[src/rtl/led_scan_sequencer.sv]
// LED scan sequencer for a rotating LED display.
// Each accepted angle tick starts one slot sweep. A sweep walks every row,
// colour and serial slot of the LED driver chain, one serial bit per four
// clocks (PH_A..PH_D). It drives the band-controller read address
// (row/color/bit_sel), the serial clock SCLK and the per-row latch strobe LAT.
//
// Handshake: angle_tick is a request that is accepted only while the
// sequencer is idle (busy=0) and enable=1. A tick presented while busy is
// dropped and recorded in the sticky overrun flag. A tick presented while
// enable=0 is dropped silently. There is no back-pressure beyond busy.
module led_scan_sequencer (
  input  logic       clk,
  input  logic       rst,
  input  logic       enable,
  input  logic       angle_tick,
  input  logic       frame_sync,
  output logic       SCLK,
  output logic       LAT,
  output logic [6:0] angle,
  output logic [4:0] row,
  output logic [1:0] color,
  output logic [3:0] bit_sel,
  output logic       new_frame,
  output logic       busy,
  output logic       overrun,
  output logic [2:0] state_dbg
);

  typedef enum logic [2:0] {
    IDLE = 3'd0,
    PH_A = 3'd1,
    PH_B = 3'd2,
    PH_C = 3'd3,
    PH_D = 3'd4
  } state_t;

  state_t     state_q;
  state_t     state_d;
  logic [3:0] slot_q;
  logic       pending_q;
  logic       accept;
  logic       last_bit;
  logic [6:0] next_angle;

  // A tick starts a sweep only from IDLE with scanning enabled.
  assign accept = (state_q == IDLE) && enable && angle_tick;

  // The final bit of a row is colour 0, slot 0; row 31 ends the sweep.
  assign last_bit = (color == 2'd0) && (slot_q == 4'd0) && (row == 5'd31);

  // A pending or concurrent index mark forces the new angle to zero.
  assign next_angle = (pending_q || frame_sync) ? 7'd0 : angle + 7'd1;

  // State register.
  always_ff @(posedge clk or negedge rst) begin
    if (!rst) begin
      state_q <= IDLE;
    end else begin
      state_q <= state_d;
    end
  end

  // Next-state: four phases per bit, back to IDLE after the last bit or on disable.
  always_comb begin
    state_d = state_q;
    if (!enable) begin
      state_d = IDLE;
    end else begin
      case (state_q)
        IDLE:    if (angle_tick) state_d = PH_A;
        PH_A:    state_d = PH_B;
        PH_B:    state_d = PH_C;
        PH_C:    state_d = PH_D;
        PH_D:    state_d = last_bit ? IDLE : PH_A;
        default: state_d = IDLE;
      endcase
    end
  end

  // Address counters: load the first bit on accept, step at the end of each bit.
  always_ff @(posedge clk or negedge rst) begin
    if (!rst) begin
      row    <= 5'd0;
      color  <= 2'd0;
      slot_q <= 4'd0;
    end else if (accept) begin
      row    <= 5'd0;
      color  <= 2'd2;
      slot_q <= 4'd15;
    end else if (enable && (state_q == PH_D) && !last_bit) begin
      if (slot_q != 4'd0) begin
        slot_q <= slot_q - 4'd1;
      end else begin
        slot_q <= 4'd15;
        if (color != 2'd0) begin
          color <= color - 2'd1;
        end else begin
          color <= 2'd2;
          row   <= row + 5'd1;
        end
      end
    end
  end

  // Angle tracking, index-mark pending flag and the buffer-swap pulse.
  always_ff @(posedge clk or negedge rst) begin
    if (!rst) begin
      angle     <= 7'd127;
      pending_q <= 1'b0;
      new_frame <= 1'b0;
    end else begin
      new_frame <= 1'b0;
      if (accept) begin
        angle     <= next_angle;
        pending_q <= 1'b0;
        new_frame <= (next_angle == 7'd0);
      end else if (frame_sync) begin
        pending_q <= 1'b1;
      end
    end
  end

  // Sticky overrun: an enabled tick arrived while a sweep was running.
  always_ff @(posedge clk or negedge rst) begin
    if (!rst) begin
      overrun <= 1'b0;
    end else if (angle_tick && enable && (state_q != IDLE)) begin
      overrun <= 1'b1;
    end
  end

  // Outputs decoded from the registered state; SCLK is high in the second half of each bit.
  always_comb begin
    SCLK      = (state_q == PH_C) || (state_q == PH_D);
    LAT       = SCLK && (color == 2'd0) && (slot_q == 4'd0);
    busy      = (state_q != IDLE);
    bit_sel   = (slot_q >= 4'd8) ? (slot_q - 4'd7) : 4'd0;
    state_dbg = state_q;
  end

endmodule

[config.mk]
export PLATFORM = sky130hd
export DESIGN_NAME = led_scan_sequencer
export DESIGN_NICKNAME = d
export VERILOG_FILES = /design/src/rtl/led_scan_sequencer.sv
export SDC_FILE = /design/constraint.sdc
export NUM_CORES = 1
export LEC_CHECK = 0
export CAP_MARGIN = 20
export CORE_ASPECT_RATIO = 0.7
export CORE_MARGIN = 2
export CORE_UTILIZATION = 42
export DETAILED_ROUTE_END_ITERATION = 8
export PLACE_DENSITY_LB_ADDON = 0.2
export SLEW_MARGIN = 20
export SYNTH_ARGS = -nofsm -noshare
export SYNTH_HDL_FRONTEND = slang
export SYNTH_SLANG_ARGS = --single-unit
[constraint.sdc]
create_clock -name clk -period 3.9 [get_ports clk]
set_input_delay 0.585 -clock clk [delete_from_list [all_inputs] [get_ports clk]]
set_output_delay 0.585 -clock clk [all_outputs]
set_load 0.02 [all_outputs]
Fig. 1: run 1, zoomed window
Window x 46 to 66, y 3 to 23 um. Cells in grey, sequential cells in the stronger grey; small squares are vias.
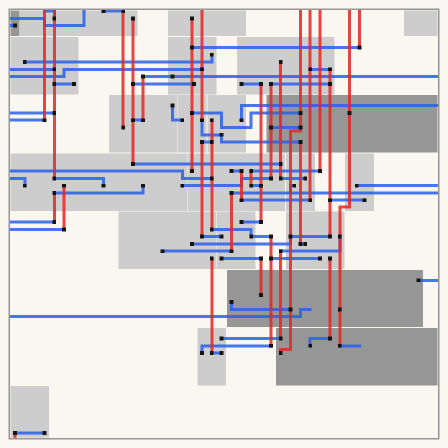
Key: red = met2; blue = met1
Most frequent: ha_1 (4), dfrtp_1 (3), inv_1 (2). Sequential cells in the window: 3. Netlist names of flops here include color (2), row (1). 18 logic cells have their middle in the window.

Fig. 2: run 1, register map, names as in the netlist
Drawn at 6 px/um. Other sequential cells in the stronger grey, the rest of the logic in the fainter grey.
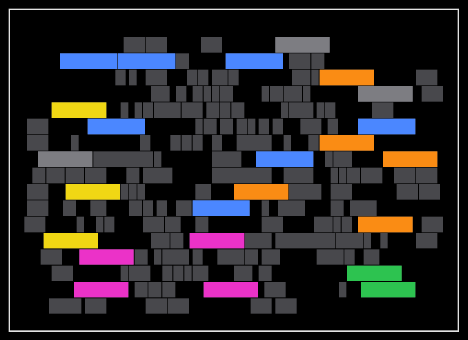
Key: green = color [flops 2]; orange = row [flops 5, where middle right]; blue = angle [flops 7]; yellow = state_dbg [flops 3]; magenta = slot_q [flops 4]
Another 3 sequential cells are not coloured.

==> results.toml, run 1 <==
# flow metrics
[floorplan]
fp_util_pct = 45.3
rows = 17
fp.dieW_um = 74.6

[finish]
drive_above_1_share_pct = 11.5
layout_top_cells = "clkdlybuf4s50_1, dfrtp_1, nor2_1, o21ai_0, nand2_1"
lay_top_count = "clkdlybuf4s50_1"
diodes = 0
seq_area_um2 = 609

[pwr]
p_per_area_nw_per_um2 = 289

[critical_path]
path_max_fanout = 7
r2r-start = "row[0]"
crit_type = "flop to output port"
startpoint = "slot_q[0]"

[clock_tree]
cts_hold_buffers = 0
htree_levels = 1
clockBufferDepth = 2

[run]
log.warning_count = 28
drv_cap = 0

[routing]
routed_wl_um = 3260
vias = 1225

[hold_path]
hp-class = "flop to flop"

[synth]
syn-cell-area_um2 = 1470
yosys-stat-area_um2 = 1470
ys.flop_type = "dfrtp_1"
synthArstFlopShare_pct = 100
synth.yosys.warnings = 0

[timing]
min_period_over_period_pct = 70.5
setup-violations-final = 0

[global_routing]
grt_overflow_total = 0
grt_pass1_vias = 1165

[outcome]
run_status = "finished, final reports clean"
Fig. 3: run 1, routing congestion
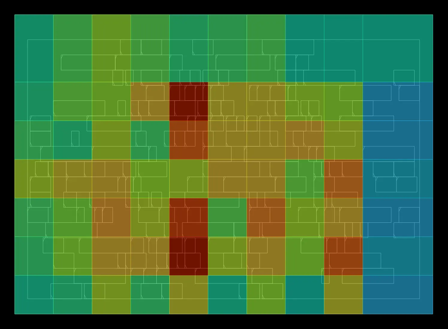
met3 GRT Util: 4.95%
wire length per cell: 14.8 um

run 1: worst max-delay path, stage by stage (launching register included):
cell,delay (ps)
dfrtp_1,460
inv_1,90
ha_1,300
and4bb_2,330
and2_1,140
clkdlybuf4s50_1,590
run 1: flip-flops by register name (all words and copies together), names as in the netlist:
name       cells
row            5
state_dbg      3
color          2
slot_q         4
new_frame      1
angle          7
pending_q      1
overrun        1
run 1: how the worst min path moves through the flow:
stage	depth (start not counted)	end	slack (ps)
finish	1	overrun	470
global route	1	overrun	510
CTS	1	overrun	470
detailed placement	1	overrun	460
global placement	2	angle[1]	470
floorplan	0	color[0]	290
run 1: cell usage after synthesis (2+ instances only):
cell	number	area, um2
and3_1	5	31.3
nor2_1	15	56.3
nor3_1	3	15.0
a31oi_1	4	25.0
buf_6	3	33.8
nand3_1	7	35.0
dfrtp_1	17	425
mux2i_1	4	40.0
nor2b_1	2	12.5
and2_1	3	18.8
nand4_1	3	18.8
ha_1	7	87.6
nand4bb_4	2	55.1
a211oi_1	2	15.0
o21ai_0	10	50.1
inv_1	6	22.5
o31ai_1	2	15.0
nand2b_1	3	18.8
buf_2	2	10.0
a21oi_1	4	20.0
clkbuf_1	3	11.3
xnor2_1	3	26.3
dfstp_2	7	184
nand2_1	9	33.8
o21ai_1	3	15.0
run 1: per-layer routing:
metal | wire length, um | global-route usage (%)
met1 | 1610 | 25.7
met2 | 1440 | 29.1
met3 | 187 | 4.95
met4 | 25 | 3.57
met5 | 0 | 0
run 1: where the power goes:
group          switching (uW)  internal, uW
sequential               12.3           260
combinational            56.7          48.7
clock                    77.4          72.9
run 1: cells by family (layout without fill, tap and decap cells):
logic type | count (synthesis) | count (layout) | synth area share (%)
AND-OR/OR-AND | 34 | 34 | 16.2
XOR/XNOR | 4 | 4 | 2.39
adder cells (fa/ha/maj) | 7 | 7 | 5.98
buffers and inverters | 14 | 41 | 5.29
flip-flops | 24 | 24 | 41.6
multiplexers | 4 | 4 | 2.73
AND/OR/NAND/NOR | 60 | 60 | 25.8
run 1: stage by stage:
step                      cell area [um2]  hold slack (ps)  power [uW]  cells  setup slack [ps]
after floorplan                      1470              289         336    147              1810
after global placement               1770              467         379    216              1480
after detailed placement             1780              459         383    217              1400
after CTS                            1830              475         535    221              1150
after global routing                 1830              505         554    221              1070
final                                1830              474         528    221              1150
run 1: final cells by class:
class,count,share of cell area (%)
well taps,47,3.21
repair buffers,31,17.2
clock buffers,4,2.46
multi-input cells,109,42.5
inverters,6,1.23
flip-flops and latches,24,33.3
==> run 2, diff against run 1 <==
==> constraint.sdc (replaced) <==
create_clock -name clk -period 2.5 [get_ports clk]
set_input_delay 0.375 -clock clk [delete_from_list [all_inputs] [get_ports clk]]
set_output_delay 0.375 -clock clk [all_outputs]
set_load 0.02 [all_outputs]
==> run 2 against run 1 <==
Utilization is 1.3 points higher. Die size stayed put. First-iteration DRC count is 16% lower. Worst hold slack worse by 21 ps. Largest power group unchanged. Non-clock buffer count is 2 higher. Sequential power is 56% higher.
==> results.toml, run 2 <==
# flow metrics
[finish]
largest_reg_flops = 7
diodes = 0
layout_top_cells = "clkdlybuf4s50_1, dfrtp_1, nor2_1, o21ai_0, nand2_1"

[timing]
setup-violations-final = 0

[synth]
synth.yosys.warnings = 0
synthArstFlopShare_pct = 100
yosysTopAreaCell = "dfrtp_1"
common_cells = "dfrtp_1, nor2_1, o21ai_0, nand2_1"
syn-cell-area_um2 = 1470

[pwr]
report.power.total_uw = 931
p_per_area_nw_per_um2 = 498

[run]
drv_cap = 0

[critical_path]
crit_type = "flop to output port"

[outcome]
run_status = "finished, final reports clean"

[floorplan]
fp_util_pct = 45.3
fp.dieW_um = 74.6
rows = 17

[global_routing]
grt_overflow_total = 0
grt_pass1_vias = 1160

[routing]
wire_per_inst_um = 14.2
## run 2: cell counts after synthesis
Identical to the previous run, type by type.
## run 2: cell families after synthesis
group | synth area share (%)
and+or+nand+nor | 25.8
AOI/OAI and AO/OA | 16.2
DFF | 41.6
buffers and inverters | 5.29
adders and majority gates | 5.98
xor gates and xnor gates | 2.39
muxes | 2.73
## run 2: cell type report
class	instances	area share [%]
Multi-Input combinational cell	109	41.9
Timing Repair Buffer	33	17.4
Inverter	6	1.20
Sequential cell	24	32.6
Tap cell	47	3.14
Clock buffer	3	2.21
Clock inverter	1	1.61
## run 2: path summary, 6_finish.rpt
path / startpoint / to / slack [ps] / depth (start not counted)
setup / recovery: slot_q[0] / bit_sel[1] / 320 / 4
hold / removal: rst / row[4] / 450 / 2
setup reg to reg: angle[0] / new_frame / 550 / 5
hold reg to reg: overrun / overrun / 490 / 1
max in group asynchronous: rst / angle[2] / 1750 / 2
min in group clk: overrun / overrun / 490 / 1
## run 2: power breakdown
| part | switching, uW | internal, uW |
|---|---|---|
| clock | 124 | 214 |
| sequential | 19.8 | 405 |
| combinational | 88.7 | 78.3 |
| total | 233 | 698 |
## run 2: critical path, cell delays in order, from the launching register on
cell,delay [ps]
dfrtp_1,440
inv_1,80
ha_2,310
and2_1,110
clkdlybuf4s50_1,590
## run 2: repair_timing
item                       in CTS  in global routing
gates cloned                    0                  0
gates resized                   2                  1
setup endpoints to repair       1                  1
## run 2: routing by layer
metal	track usage [%]	share of wire (%)
met5	0	0
met2	29.1	45
met3	4.57	4.1
met4	3.57	0.44
met1	25.4	50
## run 2: metrics by stage
stage	cells	util (%)
global route	223	57.9
finish	223	57.9
global placement	219	55.4
CTS	223	57.8
floorplan	147	-
detailed placement	219	55.4
Fig. 4: run 2, signal wires by layer
Drawn at 4 px/um.
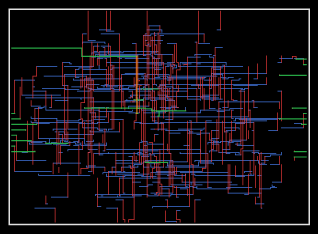
Key: blue = met1 [wire length 1590 um]; orange = met4 [wire length 14.3 um]; red = met2 [wire length 1440 um]; green = met3 [wire length 131 um]
WL final: 3170 um
gr usage total: 18.3%

Fig. 5: run 2, routed clock nets over the placement
Drawn at 4 px/um.
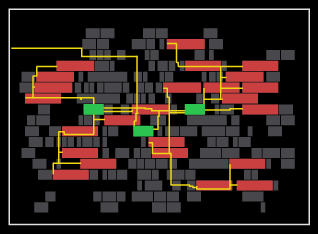
Key: yellow = clock wires [length 295 um]; green = cells driving clock nets [count 3]; red = flip-flops [count 24]
There are 4 routed clock nets.

Fig. 6: run 2, register map, names as in the netlist
Drawn at 6 px/um. Other sequential cells in the stronger grey, the rest of the logic in the fainter grey.
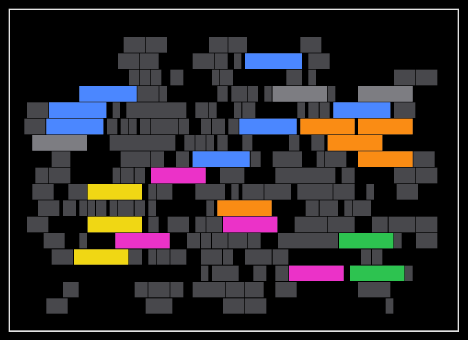
Key: orange = row [flops 5, where middle right]; magenta = slot_q [flops 4]; blue = angle [flops 7]; yellow = state_dbg [flops 3]; green = color [flops 2]
Another 3 sequential cells are not coloured.

==> run 3, diff against run 2 <==
--- a/config.mk
+++ b/config.mk
@@ -15,3 +15,4 @@
 export SYNTH_ARGS = -nofsm -noshare
 export SYNTH_HDL_FRONTEND = slang
 export SYNTH_SLANG_ARGS = --single-unit
+export TNS_END_PERCENT = 1
Fig. 7: run 3, register map, names as in the netlist
Drawn at 6 px/um. Other sequential cells in the stronger grey, the rest of the logic in the fainter grey.
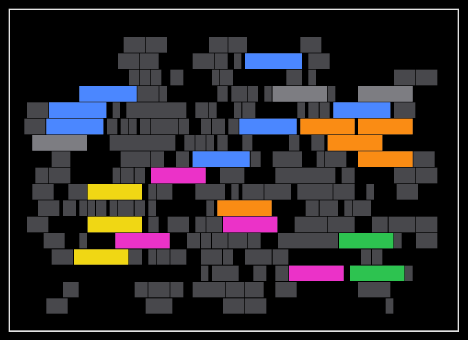
Key: magenta = slot_q [flops 4]; orange = row [flops 5, where middle right]; blue = angle [flops 7]; green = color [flops 2]; yellow = state_dbg [flops 3]

Fig. 8: run 3, routed clock nets over the placement
Drawn at 4 px/um.
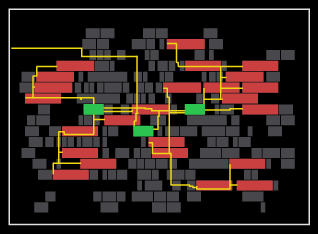
Key: red = flip-flops [count 24]; yellow = clock wires [length 295 um]; green = cells driving clock nets [count 3]
There are 4 routed clock nets.

Fig. 9: run 3, routing congestion
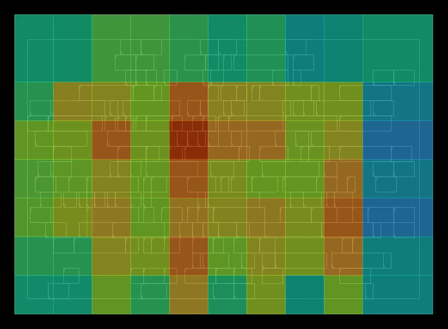
met2 usage in global routing: 29.1%
met1 usage: 25.4%

==> run 3 against run 2 <==
Non-clock buffer count unchanged. Register-to-register slack barely moved. Highest routed layer unchanged. Total power stayed put.
==> results.toml, run 3 <==
# flow metrics
[outcome]
run_status = "finished, final reports clean"

[finish]
largestRegisters = "angle: 7 flops, row: 5 flops, slot_q: 4 flops"
diodes = 0
regMostFlops = "angle"
lay_top_count = "clkdlybuf4s50_1"
fin_cells = 223

[floorplan]
fp.dieW_um = 74.6
fp_util_pct = 45.3

[pwr]
p_per_area_nw_per_um2 = 498
report.power.total_uw = 931
power_frac_seq_pct = 45.7
p_int_uw = 698
clockPowerShare_pct = 36.4

[synth]
ys.flop_type = "dfrtp_1"
synthTopCellsByArea = "dfrtp_1, dfstp_2, ha_1"
synth.most_common_cell = "dfrtp_1"
syn-cell-area_um2 = 1470
common_cells = "dfrtp_1, nor2_1, o21ai_0, nand2_1"
synth.yosys.warnings = 0
yosysTopAreaCellShare_pct = 29.0
yosysTopAreaCell = "dfrtp_1"

[critical_path]
r2r_end = "new_frame"
critPathMaxStageDelay_ps = 590
cp_slowest_cell = "clkdlybuf4s50_1"
ff2ff_path_depth = 5
r2r-start = "angle[0]"
crit_type = "flop to output port"
r2r_slack_ps = 550
path_cells = "inv_1 -> ha_2 -> and2_1 -> clkdlybuf4s50_1"

[timing]
min_period_over_period_pct = 87.2
setup-violations-final = 0

[run]
drv_cap = 0

[placed_design]
numPlacedInstances = 219

[routing]
vias = 1204
wire_per_inst_um = 14.2

[clock_tree]
clockBufferDepth = 2
cts_hold_buffers = 0
htree_levels = 1

[hold_path]
hp-class = "input port to asynchronous set/reset pin"

[global_routing]
grt_overflow_total = 0
==> run 3: cell counts after synthesis <==
Identical to the previous run, type by type.
==> run 3: worst max path at each step <==
stage	from	end	slack, ps	depth (start not counted)
2_1_floorplan	state_dbg[1]	LAT	620	3
3_3_place_gp	slot_q[0]	LAT	320	5
3_5_place_dp	slot_q[0]	LAT	230	5
4_1_cts	slot_q[0]	LAT	2	5
5_1_grt	slot_q[0]	bit_sel[1]	180	4
6_report	slot_q[0]	bit_sel[1]	320	4
==> run 3: routing by layer <==
layer	global-route usage, %	up-vias	share of wire, %
met5	0	-	0
met1	25.4	580	50
li1	-	593	-
met2	29.1	29	45
met4	3.57	0	0.44
met3	4.57	2	4.1
==> run 3: per-stage QoR <==
step / area (um2) / setup WS [ps]
after floorplan: 1470 / 624
after global placement: 1790 / 317
after detailed placement: 1790 / 233
after CTS: 1870 / 1.55
after global routing: 1870 / 178
final: 1870 / 321
==> run 3: timing repair <==
| item | in CTS | in global routing |
|---|---|---|
| buffers inserted | 0 | 0 |
| pin swaps | 0 | 0 |
| gates resized | 2 | 1 |
| setup endpoints to repair | 1 | 1 |
==> run 3: cell families (layout without fill, tap and decap cells) <==
logic type,count (synthesis),in the layout,synth area share [%]
xor gates and xnor gates,4,4,2.39
buffers and inverters,14,43,5.29
muxes,4,4,2.73
and+or+nand+nor,60,60,25.8
adders and majority gates,7,7,5.98
DFF,24,24,41.6
AOI/OAI and AO/OA,34,34,16.2
==> run 3: cell type report <==
cell class                      count  area, um2
Fill cell                         285       1360
Tap cell                           47       58.8
Clock inverter                      1       30.0
Clock buffer                        3       41.3
Inverter                            6       22.5
Multi-Input combinational cell    109        783
Timing Repair Buffer               33        325
Sequential cell                    24        609
==> run 3: power groups by stage <==
stage	logic (uW)	registers [uW]	clock network (uW)
3_3_place_gp	166	430	0
2_1_floorplan	83.5	440	0
3_5_place_dp	167	432	0
4_1_cts	169	425	342
5_1_grt	184	429	362
6_report	167	425	338
==> run 3: worst max-delay path, delay by kind of cell (launching register included) <==
kind,cells,cell delay [ps]
adders and majority gates,1,310
buffers and inverters,2,670
DFF,1,440
and+or+nand+nor,1,110
Power figures rest on the tool's default switching activity, not on a simulated workload.
